<file path="src/rtl/tx_state_if.sv">
// tx_state_if: handshake and line signals between a UART transmit
// controller (slave side) and the logic that feeds it (master side).
interface tx_state_if #(
  parameter int INPUT_DATA_WIDTH = 8
);
  logic                        baud_tick;
  logic                        tx_start;
  logic [INPUT_DATA_WIDTH-1:0] i_data;
  logic                        serial_out;
  logic                        tx_busy;
  logic                        tx_done;
  logic [3:0]                  state;

  modport master (
    output baud_tick,
    output tx_start,
    output i_data,
    input  serial_out,
    input  tx_busy,
    input  tx_done,
    input  state
  );

  modport slave (
    input  baud_tick,
    input  tx_start,
    input  i_data,
    output serial_out,
    output tx_busy,
    output tx_done,
    output state
  );
endinterface

</file>
<file path="src/rtl/tx_state.sv">
// tx_state: UART transmit sequencer. A request is captured in IDLE and the
// frame starts on the next baud_tick, so every bit lasts one full baud
// period. serial_out is registered and changes on the same edge as state.
//
// Optional feature macro: TX_PARITY_EN
//   defined   -> 11-bit frame: start, 8 data (LSB first), even parity, stop
//   undefined -> 10-bit frame: start, 8 data, stop; parity logic absent
//
// state      | meaning
// IDLE       | line high; accept request, wait for tick if pending
// START_BIT  | line low for one baud period
// DATA_BIT_n | line carries captured data bit n
// PARITY_BIT | line carries even parity of the captured data
// STOP_BIT   | line high; next tick ends the frame and pulses tx_done
module tx_state #(
  parameter int INPUT_DATA_WIDTH = 8
) (
  input  logic    clk,
  input  logic    reset,
  tx_state_if.slave bus
);

  typedef enum logic [3:0] {
    IDLE       = 4'd0,
    START_BIT  = 4'd1,
    DATA_BIT_0 = 4'd2,
    DATA_BIT_1 = 4'd3,
    DATA_BIT_2 = 4'd4,
    DATA_BIT_3 = 4'd5,
    DATA_BIT_4 = 4'd6,
    DATA_BIT_5 = 4'd7,
    DATA_BIT_6 = 4'd8,
    DATA_BIT_7 = 4'd9,
    PARITY_BIT = 4'd10,
    STOP_BIT   = 4'd11
  } state_e;

  state_e                      state_q, state_d;
  logic                        serial_out_q, serial_out_d;
  logic                        tx_busy_q, tx_busy_d;
  logic                        tx_done_q, tx_done_d;
  logic                        pending_q, pending_d;
  logic [INPUT_DATA_WIDTH-1:0] shift_q, shift_d;
`ifdef TX_PARITY_EN
  logic                        parity_q, parity_d;
`endif

  logic accept;

  // Next-state, line value and request bookkeeping.
  always_comb begin
    state_d      = state_q;
    serial_out_d = serial_out_q;
    tx_busy_d    = tx_busy_q;
    tx_done_d    = 1'b0;
    pending_d    = pending_q;
    shift_d      = shift_q;
`ifdef TX_PARITY_EN
    parity_d     = parity_q;
`endif

    // pending_q is still low on the acceptance edge, so a coincident
    // baud_tick cannot start the frame early.
    accept = (state_q == IDLE) && !pending_q && bus.tx_start;
    if (accept) begin
      shift_d   = bus.i_data;
      pending_d = 1'b1;
      tx_busy_d = 1'b1;
`ifdef TX_PARITY_EN
      parity_d  = ^bus.i_data;
`endif
    end

    if (bus.baud_tick) begin
      case (state_q)
        IDLE: begin
          if (pending_q) begin
            state_d      = START_BIT;
            serial_out_d = 1'b0;
          end
        end
        START_BIT: begin
          state_d      = DATA_BIT_0;
          serial_out_d = shift_q[0];
          shift_d      = shift_q >> 1;
        end
        DATA_BIT_0, DATA_BIT_1, DATA_BIT_2, DATA_BIT_3,
        DATA_BIT_4, DATA_BIT_5, DATA_BIT_6: begin
          state_d      = state_e'(state_q + 4'd1);
          serial_out_d = shift_q[0];
          shift_d      = shift_q >> 1;
        end
        DATA_BIT_7: begin
`ifdef TX_PARITY_EN
          state_d      = PARITY_BIT;
          serial_out_d = parity_q;
`else
          state_d      = STOP_BIT;
          serial_out_d = 1'b1;
`endif
        end
`ifdef TX_PARITY_EN
        PARITY_BIT: begin
          state_d      = STOP_BIT;
          serial_out_d = 1'b1;
        end
`endif
        STOP_BIT: begin
          state_d      = IDLE;
          serial_out_d = 1'b1;
          tx_busy_d    = 1'b0;
          pending_d    = 1'b0;
          tx_done_d    = 1'b1;
        end
        default: begin
          state_d      = IDLE;
          serial_out_d = 1'b1;
        end
      endcase
    end
  end

  // State and output registers; reset forces an idle line immediately.
  always_ff @(posedge clk or negedge reset) begin
    if (!reset) begin
      state_q      <= IDLE;
      serial_out_q <= 1'b1;
      tx_busy_q    <= 1'b0;
      tx_done_q    <= 1'b0;
      pending_q    <= 1'b0;
      shift_q      <= '0;
`ifdef TX_PARITY_EN
      parity_q     <= 1'b0;
`endif
    end else begin
      state_q      <= state_d;
      serial_out_q <= serial_out_d;
      tx_busy_q    <= tx_busy_d;
      tx_done_q    <= tx_done_d;
      pending_q    <= pending_d;
      shift_q      <= shift_d;
`ifdef TX_PARITY_EN
      parity_q     <= parity_d;
`endif
    end
  end

  assign bus.serial_out = serial_out_q;
  assign bus.tx_busy    = tx_busy_q;
  assign bus.tx_done    = tx_done_q;
  assign bus.state      = state_q;

endmodule

</file>
<file path="src/flat_wrapper.sv">
// flat-port wrapper written by rule: the top's interface ports become plain ports
module tx_state_flat 
#(
  parameter int INPUT_DATA_WIDTH = 8
)
  (clk, reset, bus_baud_tick, bus_tx_start, bus_i_data, bus_serial_out, bus_tx_busy, bus_tx_done, bus_state);
  tx_state_if #(.INPUT_DATA_WIDTH(INPUT_DATA_WIDTH)) bus_i ();
  input  logic clk;
  input  logic reset;
  input wire logic [$bits(bus_i.baud_tick)-1:0] bus_baud_tick;
  input wire logic [$bits(bus_i.tx_start)-1:0] bus_tx_start;
  input wire logic [$bits(bus_i.i_data)-1:0] bus_i_data;
  output wire logic [$bits(bus_i.serial_out)-1:0] bus_serial_out;
  output wire logic [$bits(bus_i.tx_busy)-1:0] bus_tx_busy;
  output wire logic [$bits(bus_i.tx_done)-1:0] bus_tx_done;
  output wire logic [$bits(bus_i.state)-1:0] bus_state;
  assign bus_i.baud_tick = bus_baud_tick;
  assign bus_i.tx_start = bus_tx_start;
  assign bus_i.i_data = bus_i_data;
  assign bus_serial_out = bus_i.serial_out;
  assign bus_tx_busy = bus_i.tx_busy;
  assign bus_tx_done = bus_i.tx_done;
  assign bus_state = bus_i.state;
  tx_state #(.INPUT_DATA_WIDTH(INPUT_DATA_WIDTH)) u_core (.clk(clk), .reset(reset), .bus(bus_i));
endmodule
</file>
<file path="config.mk">
export PLATFORM = sky130hd
export DESIGN_NAME = tx_state_flat
export DESIGN_NICKNAME = d
export VERILOG_FILES = /design/src/rtl/tx_state_if.sv /design/src/rtl/tx_state.sv /design/src/flat_wrapper.sv
export SDC_FILE = /design/constraint.sdc
export NUM_CORES = 1
export LEC_CHECK = 0
export CORE_UTILIZATION = 45
export DETAILED_ROUTE_END_ITERATION = 7
export PLACE_DENSITY = 0.68
export SYNTH_ARGS = -nofsm -noshare
export SYNTH_HDL_FRONTEND = slang
export SYNTH_SLANG_ARGS = --single-unit
export TNS_END_PERCENT = 100
</file>
<file path="constraint.sdc">
create_clock -name clk -period 3.46 [get_ports clk]
set_clock_uncertainty 0.1 [all_clocks]
set_input_delay 0.692 -clock clk [delete_from_list [all_inputs] [get_ports clk]]
set_output_delay 0.692 -clock clk [all_outputs]
set_load 0.1 [all_outputs]
</file>
Figure 1. Gate-type map (run 1).
Scale: 6 px per µm.
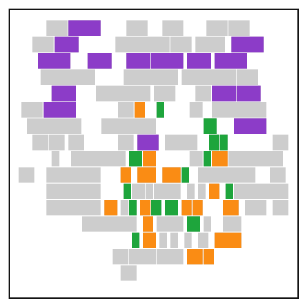
legend:
  green:
    family: NAND gates
    cells: 14
    most_used: nand2_1
  purple:
    family: multiplexers
    cells: 15
  orange:
    family: inverting AOI/OAI gates
    cells: 17
    most_used: o21ai_0

Figure 2. Wiring by layer (run 1).
Scale: 6 px per µm.
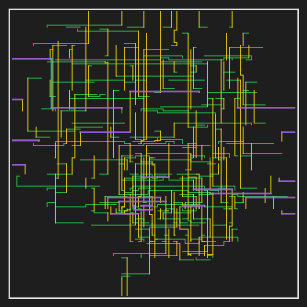
legend:
  green:
    layer: met1
    wire_length: 799 µm
  yellow:
    layer: met2
    wire_length: 819 µm
  cyan:
    layer: met4
    wire_length: 8.20 µm
  purple:
    layer: met3
    wire_length: 122 µm

Figure 3. Clock nets (run 1).
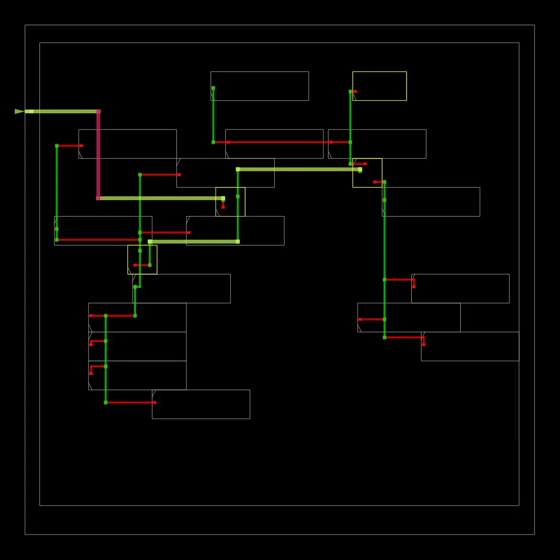
Latency at later pin: 0.28 ns
flop count: 16
CTS sink cnt: 16
CTS Buf Count: 3

run 1: flip-flops by register name, summed over array words and instances, names as in the netlist:
register	count
u_core.bus.tx_done	1
u_core.shift_q	8
u_core.bus.state	4
u_core.pending_q	1
u_core.bus.tx_busy	1
u_core.bus.serial_out	1
run 1: per-layer routing:
metal	vias up	GRT usage
met5	-	0
met4	0	0.0333
met3	2	0.0566
met2	32	0.281
met1	329	0.241
li1	346	-
run 1: final cells by class:
| class | instances | area (µm²) | area share |
|---|---|---|---|
| clock buffer | 4 | 36.3 | 0.0315 |
| inverter | 5 | 18.8 | 0.0163 |
| multi-input combinational | 62 | 498 | 0.433 |
| sequential | 16 | 402 | 0.349 |
| tap | 27 | 33.8 | 0.0293 |
| timing repair buffer | 18 | 163 | 0.141 |
run 1: cell usage in the layout (no fill, tap or decap):
cell type        Yosys  final
o22ai_2              1      1
inv_1                5      5
o21ai_1              1      1
clkbuf_8             0      1
and2_1               1      1
o31ai_1              1      1
nor2_1               4      4
o211ai_1             2      2
nor2b_1              1      1
mux2_2               7      7
mux2_4               7      7
nand3_1              2      2
a2111oi_0            1      1
o21ai_0              5      5
buf_4                0      7
clkdlybuf4s50_1      0     11
nand2b_1             2      2
and3_1               1      1
nor4b_2              1      1
dfstp_2              1      1
mux2i_1              1      1
clkbuf_4             0      3
nand4_1              2      2
a41oi_1              1      1
o21a_1               2      2
a21oi_1              2      2
ha_1                 4      4
nor3_1               1      1
dfrtp_1             15     15
a31oi_1              3      3
xnor2_1              1      1
nand2_1              8      8
run 1: stage by stage:
stage | utilization | worst slack, ns | cells | area [µm²]
after floorplan | - | 0.763 | 87 | 948
after global placement | 0.568 | 0.980 | 128 | 1110
after detailed placement | 0.568 | 0.961 | 128 | 1110
after CTS | 0.587 | 0.994 | 132 | 1150
after global routing | 0.587 | 0.850 | 132 | 1150
final | 0.587 | 0.997 | 132 | 1150
run 1: final timing paths:
kind	end	slack (ns)	depth (start not counted)
worst min-delay path	u_core.bus.serial_out	0.40	2
worst min register to register	u_core.bus.serial_out	0.40	2
max in group asynchronous	u_core.bus.state[0]	2.12	1
worst max register to register	u_core.shift_q[5]	1.0	6
worst max-delay path	u_core.shift_q[5]	1.0	6
min in group asynchronous	u_core.bus.state[3]	0.71	1
run 1: worst register-to-register path, cell delays in order (launching register included):
cell,delay (ns)
dfrtp_1,0.46
inv_1,0.11
ha_1,0.23
nor4b_2,0.28
and2_1,0.56
mux2_4,0.34
mux2_2,0.27
run 1: logic make-up after synthesis:
kind of cell / Yosys count
mux: 15
xor+xnor: 1
fa+ha+maj: 4
flops: 16
compound gates: 19
simple gates: 23
buf+inv: 9
==> results.cfg, run 1 <==
; generated from flow reports
[run_status]
status = finished, final reports clean

[synthesis]
ys_warn_count = 0
synth_chip_area_um2 = 948
mux_share = 0.204
ys_seq_share = 0.423
logic_family = multiplexers
compound_area_frac = 0.133
ys_sh_simple = 0.125
ys_ff = 16
avgSynthCellArea_um2 = 10.9
syn_area_um2 = 948
common_cells = dfrtp_1 (15), nand2_1 (8), mux2_2 (7), mux2_4 (7)
netlist_instances = 87
synthTopCellsByArea = dfrtp_1 (40%), mux2_4 (11%), mux2_2 (8.3%)
top_cell_area_share = 0.396
ys.flop_type = dfrtp_1
synth-edff-count = 0
ys_cells = 87
ys_types = 30
syn_nets = 103
adder_share = 0.0528
ys_sh_xor = 0.00923
yosysMostFrequentCell = dfrtp_1
synth-async-reset-ratio = 1.00
yosysTopAreaCell = dfrtp_1

[global_route]
grt.overflow.total = 0
grt_pass1_vias = 628
grt_max_degree = 17
antenna_found_initial = 0
track_usage = 0.178
grt_pass1_wl_mm = 2.78

[routing]
dr.pass1.iters = 4
drc = 0
vias_per_cell = 5.37
antenna_left = 0
wl_met1_um = 799
met3_wirelength_um = 121
wl_per_cell_um = 13.2
drt_iter0_markers = 6
top_layer = met4
via_count = 709
wl_met2_um = 818
finalWirelength_mm = 1.75

[critical_path]
critical_path_required_ns = 3.53
cp-end-kind = flop
cp.buffers_inverters = 1
timing.rr.start = u_core.bus.state[0]
start_kind = flop
worstPathArrival_ns = 2.53
path_max_fanout = 10
cp_cell_sequence = inv_1 -> ha_1 -> nor4b_2 -> and2_1 -> mux2_4 -> mux2_2
cp_slowest_stage_delay_ns = 0.56
slowest_stage = and2_1
crit_family = simple AND/OR/NAND/NOR gates
startpoint = u_core.bus.state[0]
path_class = reg -> reg

[floorplan]
num_io_pins = 19
die_w_um = 47.9
chipArea_um2 = 2300
core_area_um2 = 1960
fp-utilization = 0.483
fp.dieH_um = 47.9
fp-row-count = 16

[clocking]
cts.clk_slew.worst_paths_ns = 0.09
holdBufCountCts = 0
cts_resized = 0
htree_levels = 1
cts_setup_buffers = 0
cts-root-buf = clkbuf_4
clock_path_buffers = 2
cts_tree = yes

[final_timing]
finalSetupTns_ns = 0
finalMaxSlewViolations = 0
timing.fmax_mhz = 406
finalCritPeriodShare = 0.712
grt_setup_unrepaired = no
setup_viol = 0
maxSlewHeadroom = 0.553
hold_viol = 0
timing.hold.ws_ns = 0.396
period_minus_slack_ns = 2.46
tightest_slew_ns = 0.668

[placement]
place.port_buffers = 18
place.gp.congestion = 0.922
dpl.hpwl_mm = 1.36

[layout]
nets = 122
area_delta_synth_final_pct = 21.4
drive_gt1_frac = 0.267
diodes = 0
n_fill_cell = 190

[run]
drv_cap = 0
tool_warnings = 29

[hold_path]
hp-start = u_core.bus.serial_out
hold_class = reg -> reg
Figure 4. Routed clock nets over the placement (run 1).
Scale: 10 px per µm.
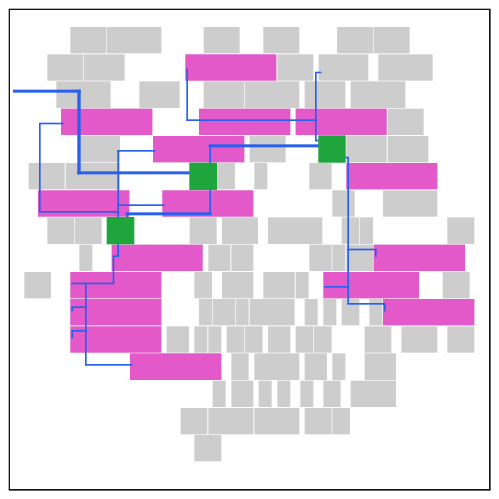

## Run 2: what changed since run 1
Clock period 3.46 ns to 2.5 ns, I/O delays scaled along.
Figure 5. Routed clock nets over the placement (run 2).
Scale: 10 px per µm.
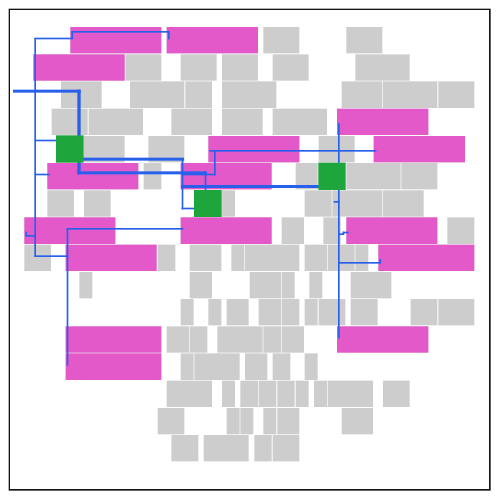
legend:
  green:
    item: cells driving clock nets
    count: 3
  magenta:
    item: flip-flops
    count: 16
  blue:
    item: clock wires
    length: 188 µm
routed clock nets: 4

==> run 2 against run 1 <==
  * Fmax up 10%
  * Cell count up 1.5%
  * Critical path depth up 1
  * Die size unchanged
  * Sequential share of layout area down 0.31 points
  * Synthesized cell count unchanged
  * Global-route usage down 0.19 points
==> results.cfg, run 2 <==
; generated from flow reports
[run_status]
status = finished, final reports clean

[synthesis]
ys_cells = 87
ys_types = 30
yosysMostFrequentCell = dfrtp_1
ys_warn_count = 0
yosysTopAreaCell = dfrtp_1
netlist_instances = 87
adder_share = 0.0528
syn_nets = 103
synth-edff-count = 0
synth-async-reset-ratio = 1.00
avgSynthCellArea_um2 = 10.9
compound_area_frac = 0.133
mux_share = 0.204
ys_sh_simple = 0.125
synth_chip_area_um2 = 948
ys_ff = 16
ys.flop_type = dfrtp_1
ys_seq_share = 0.423
ys_sh_xor = 0.00923
logic_family = multiplexers
top_cell_area_share = 0.396
synthTopCellsByArea = dfrtp_1 (40%), mux2_4 (11%), mux2_2 (8.3%)
common_cells = dfrtp_1 (15), nand2_1 (8), mux2_2 (7), mux2_4 (7)
syn_area_um2 = 948

[global_route]
track_usage = 0.176
grt_pass1_vias = 613
antenna_found_initial = 0
grt_max_degree = 17
grt_pass1_wl_mm = 2.75
grt.overflow.total = 0

[critical_path]
cp-end-kind = flop
cp.buffers_inverters = 2
path_class = reg -> reg
crit_family = multiplexers
worstPathArrival_ns = 2.31
path_max_fanout = 10
start_kind = flop
cp_cell_sequence = inv_1 -> ha_1 -> nor4b_2 -> and2_1 -> buf_4 -> mux2_4 -> mux2_2
slowest_stage = dfrtp_2
critical_path_required_ns = 2.57
cp_slowest_stage_delay_ns = 0.46

[routing]
wl_per_cell_um = 13.7
wl_met2_um = 845
wl_met1_um = 903
drc = 0
finalWirelength_mm = 1.84
vias_per_cell = 5.25
dr.pass1.iters = 4
antenna_left = 0
top_layer = met4
met3_wirelength_um = 84
drt_iter0_markers = 12
via_count = 704

[hold_path]
hold_class = reg -> reg

[final_timing]
timing.fmax_mhz = 447
finalCritPeriodShare = 0.894
grt_setup_unrepaired = no
hold_viol = 0
finalSetupTns_ns = 0
tightest_slew_ns = 0.689
worst_slack_ns = 0.265
maxSlewHeadroom = 0.539
setup_viol = 0
timing.hold.ws_ns = 0.400
finalMaxSlewViolations = 0
period_minus_slack_ns = 2.23

[clocking]
htree_levels = 1
cts.clk_slew.worst_paths_ns = 0.09
cts_resized = 0
clock_path_buffers = 2
cts_buffers = 3
cts_setup_buffers = 0
cts_sinks = 16
holdBufCountCts = 0
cts-root-buf = clkbuf_4
cts_tree = yes

[run]
tool_warnings = 29
drv_cap = 0

[layout]
drive_gt1_frac = 0.299
fin_area_um2 = 1170
n_fill_cell = 183
layout.cells.most_common_list = dfrtp_1 (13), clkdlybuf4s50_1 (11), buf_4 (9), nand2_1 (8)
top_register = u_core.shift_q
diodes = 0
stdcell_count = 134
largest_reg_flops = 8
lay_top_count = dfrtp_1
utilization = 0.596
area_delta_synth_final_pct = 23.2
nets = 124

[floorplan]
fp.dieH_um = 47.9
fp-utilization = 0.483
core_area_um2 = 1960
num_io_pins = 19
chipArea_um2 = 2300
die_w_um = 47.9
fp-row-count = 16

[placement]
dpl.hpwl_mm = 1.37
pre_cts_slack_ns = 0.266
place.port_buffers = 18
place.gp.congestion = 0.894
post_dp_cell_area_um2 = 1130
placed_cells = 130
Figure 6. Clock nets (run 2).
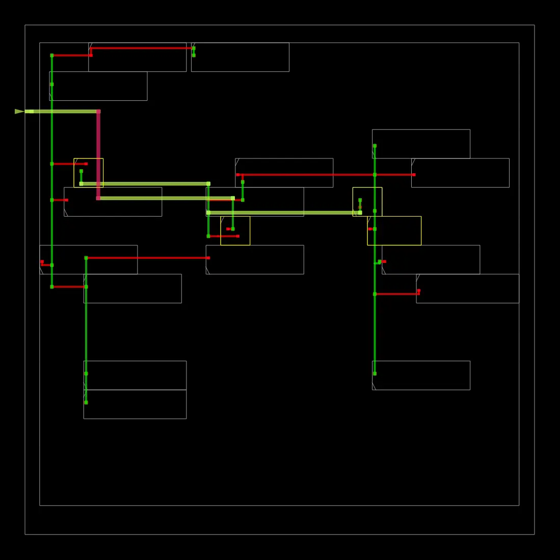
Latency at later pin: 0.29 ns
clkbuf count: 4

## run 2: netlist changes by cell type in the layout (fill, tap and decap cells not counted)
cell | previous run | this run
dfrtp_2 | 0 | 2
buf_4 | 7 | 9
dfrtp_1 | 15 | 13
## run 2: path summary, 6_finish.rpt
| check | from | to | slack, ns | cells past startpoint |
|---|---|---|---|---|
| worst max-delay path | u_core.bus.state[0] | u_core.shift_q[1] | 0.27 | 7 |
| worst min-delay path | u_core.bus.serial_out | u_core.bus.serial_out | 0.40 | 2 |
| worst max register to register | u_core.bus.state[0] | u_core.shift_q[1] | 0.27 | 7 |
| worst min register to register | u_core.bus.serial_out | u_core.bus.serial_out | 0.40 | 2 |
| max in group asynchronous | reset | u_core.bus.state[0] | 1.30 | 1 |
| min in group asynchronous | reset | u_core.bus.state[3] | 0.53 | 1 |
## run 2: cell type report
| cell class | instances | area [µm²] | share of cell area |
|---|---|---|---|
| clock buffers | 4 | 36.3 | 0.0310 |
| inverters | 5 | 18.8 | 0.0161 |
| multi-input cells | 62 | 498 | 0.426 |
| flip-flops and latches | 16 | 404 | 0.346 |
| well taps | 27 | 33.8 | 0.0289 |
| repair buffers | 20 | 178 | 0.152 |
## run 2: worst min-delay path: stages (launching register included)
cell	delay, ns
dfstp_2	0.38
nand2_1	0.05
o211ai_1	0.07
## run 2: cell families after synthesis
logic type / Yosys count
simple gates: 23
buf+inv: 9
xor+xnor: 1
flops: 16
fa+ha+maj: 4
compound gates: 19
mux: 15
## run 2: per-layer routing
| metal | global-route usage | vias to the layer above |
|---|---|---|
| met2 | 0.281 | 19 |
| met1 | 0.234 | 334 |
| met5 | 0 | - |
| met4 | 0.0167 | 0 |
| met3 | 0.0679 | 2 |
| li1 | - | 349 |
Figure 7. The metal 3 layer (run 2).
Scale: 10 px per µm.
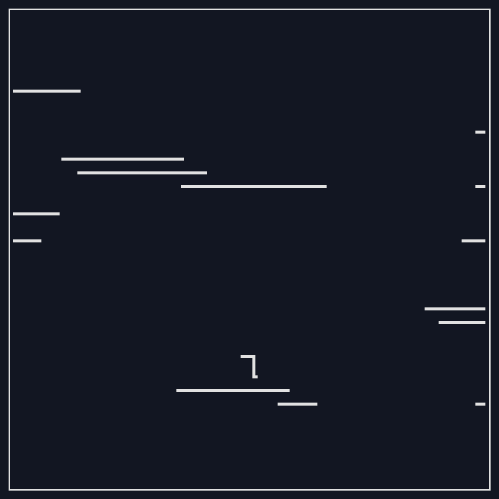

## Run 3: what changed since run 2
Settings changed: CAP_MARGIN from default to 20, CTS_BUF_LIST from default to sky130_fd_sc_hd__clkbuf_16.
Figure 8. The metal 3 layer (run 3).
Scale: 10 px per µm.
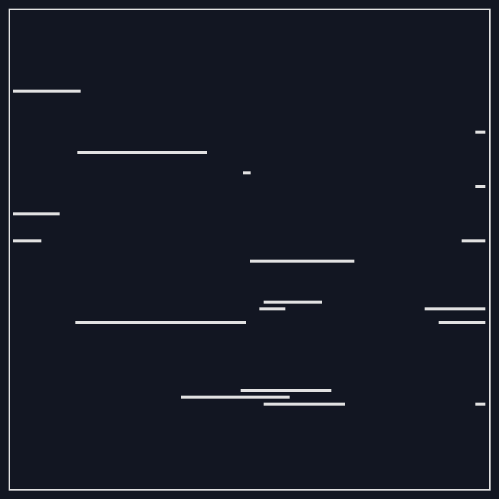
longest straight run: 16.8 µm
main direction: horizontal
wire length on this layer: 102 µm
nets with wire on the layer: 15

==> run 3 against run 2 <==
  * First-iteration DRC count up 50%
  * Synthesized area did not move
  * Largest cell class unchanged
==> results.cfg, run 3 <==
; generated from flow reports
[clocking]
htree_levels = 1
cts-root-buf = clkbuf_16
clock_path_buffers = 2
cts.clk_slew.worst_paths_ns = 0.05
worstSkewPairLatency_ns = 0.24
cts_setup_buffers = 0

[routing]
drc = 0
dr.pass1.iters = 4
via_count = 708

[layout]
n_fill_cell = 184
area_delta_synth_final_pct = 27.7
largest_reg_flops = 8
seq_area_um2 = 404
layout.cells.most_common_list = dfrtp_1 (13), clkdlybuf4s50_1 (11), buf_4 (9), nand2_1 (8)
nets = 124
drive_gt1_frac = 0.290
lay_top_count = dfrtp_1
utilization = 0.617
diodes = 0
combGateArea_um2 = 498

[floorplan]
die_w_um = 47.9
core_area_um2 = 1960
chipArea_um2 = 2300
fp-row-count = 16
fp-utilization = 0.483
fp.dieH_um = 47.9

[critical_path]
start_kind = flop
critical_path_required_ns = 2.53
path_max_fanout = 10
cp-end-kind = flop
cp_cell_sequence = inv_1 -> ha_1 -> nor4b_2 -> and2_1 -> buf_4 -> mux2_4 -> mux2_2
crit_family = multiplexers
cp_slowest_stage_delay_ns = 0.45

[synthesis]
synth_chip_area_um2 = 948
ys_seq_share = 0.423
syn_nets = 103
synthTopCellsByArea = dfrtp_1 (40%), mux2_4 (11%), mux2_2 (8.3%)
top_cell_area_share = 0.396
netlist_instances = 87
yosysTopAreaCell = dfrtp_1
ys_cells = 87
ys_warn_count = 0
ys.flop_type = dfrtp_1
synth-edff-count = 0
ys_ff = 16

[run]
tool_warnings = 29
drv_cap = 0

[placement]
dpl.hpwl_mm = 1.37
place.port_buffers = 18

[final_timing]
finalMaxSlewViolations = 0
finalCritPeriodShare = 0.897
setup_viol = 0
timing.fmax_mhz = 446
grt_setup_unrepaired = no

[hold_path]
hold_class = reg -> reg

[global_route]
track_usage = 0.185

[run_status]
status = finished, final reports clean
Figure 9. Routed clock nets over the placement (run 3).
Scale: 10 px per µm.
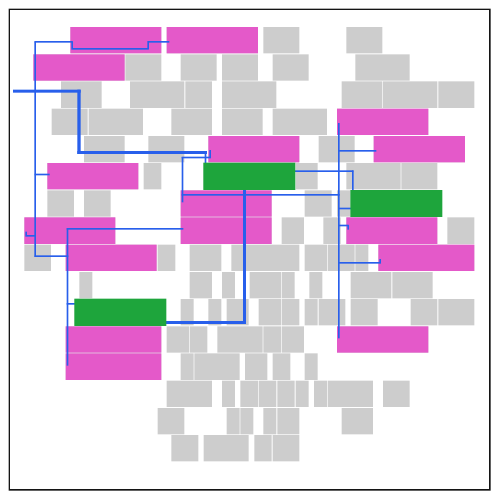
legend:
  magenta:
    item: flip-flops
    count: 16
  blue:
    item: clock wires
    length: 211 µm
  green:
    item: cells driving clock nets
    count: 3
routed clock nets: 4

run 3: cell counts after synthesis:
Identical to the previous run, type by type.
run 3: final cells by class:
type	instances	area share
clock inverter	1	0.00310
timing repair buffer	20	0.147
sequential	16	0.334
inverter	5	0.0155
clock buffer	3	0.0620
multi-input combinational	62	0.411
tap	27	0.0279
run 3: worst min-delay path: cells and delay by family, from the launching register on:
family | cells | cell delay [ns]
AND-OR/OR-AND | 1 | 0.07
flip-flops | 1 | 0.36
AND/OR/NAND/NOR | 1 | 0.05
run 3: routing by layer:
metal	part of all wire	routed length, µm	track usage	vias to the layer above
met1	0.48	912	0.246	331
met4	0.011	21	0.0500	0
met5	0	0	0	-
met2	0.46	866	0.284	25
met3	0.054	102	0.0679	4
li1	-	-	-	348
run 3: cells by family (layout without fill, tap and decap cells):
kind of cell / Yosys count / count (layout) / synth area share
XOR/XNOR: 1 / 1 / 0.00924
adder cells (fa/ha/maj): 4 / 4 / 0.0528
flip-flops: 16 / 16 / 0.423
AND/OR/NAND/NOR: 23 / 23 / 0.125
AND-OR/OR-AND: 19 / 19 / 0.133
buffers and inverters: 9 / 29 / 0.0515
multiplexers: 15 / 15 / 0.204
run 3: path summary, 6_finish.rpt:
kind	slack, ns	endpoint	cells past startpoint	startpoint
worst max-delay path	0.26	u_core.shift_q[1]	7	u_core.bus.state[0]
worst min-delay path	0.39	u_core.bus.serial_out	2	u_core.bus.serial_out
worst max register to register	0.26	u_core.shift_q[1]	7	u_core.bus.state[0]
worst min register to register	0.39	u_core.bus.serial_out	2	u_core.bus.serial_out
max in group asynchronous	1.23	u_core.bus.state[0]	1	reset
min in group asynchronous	0.58	u_core.bus.state[3]	1	reset
run 3: through the flow:
stage	setup WS (ns)	hold WS, ns	cell area, µm²	instances
after floorplan	0.106	0.104	951	87
after global placement	0.340	0.383	1130	130
after detailed placement	0.266	0.387	1130	130
after CTS	0.255	0.396	1210	134
after global routing	0.145	0.432	1210	134
final	0.257	0.395	1210	134
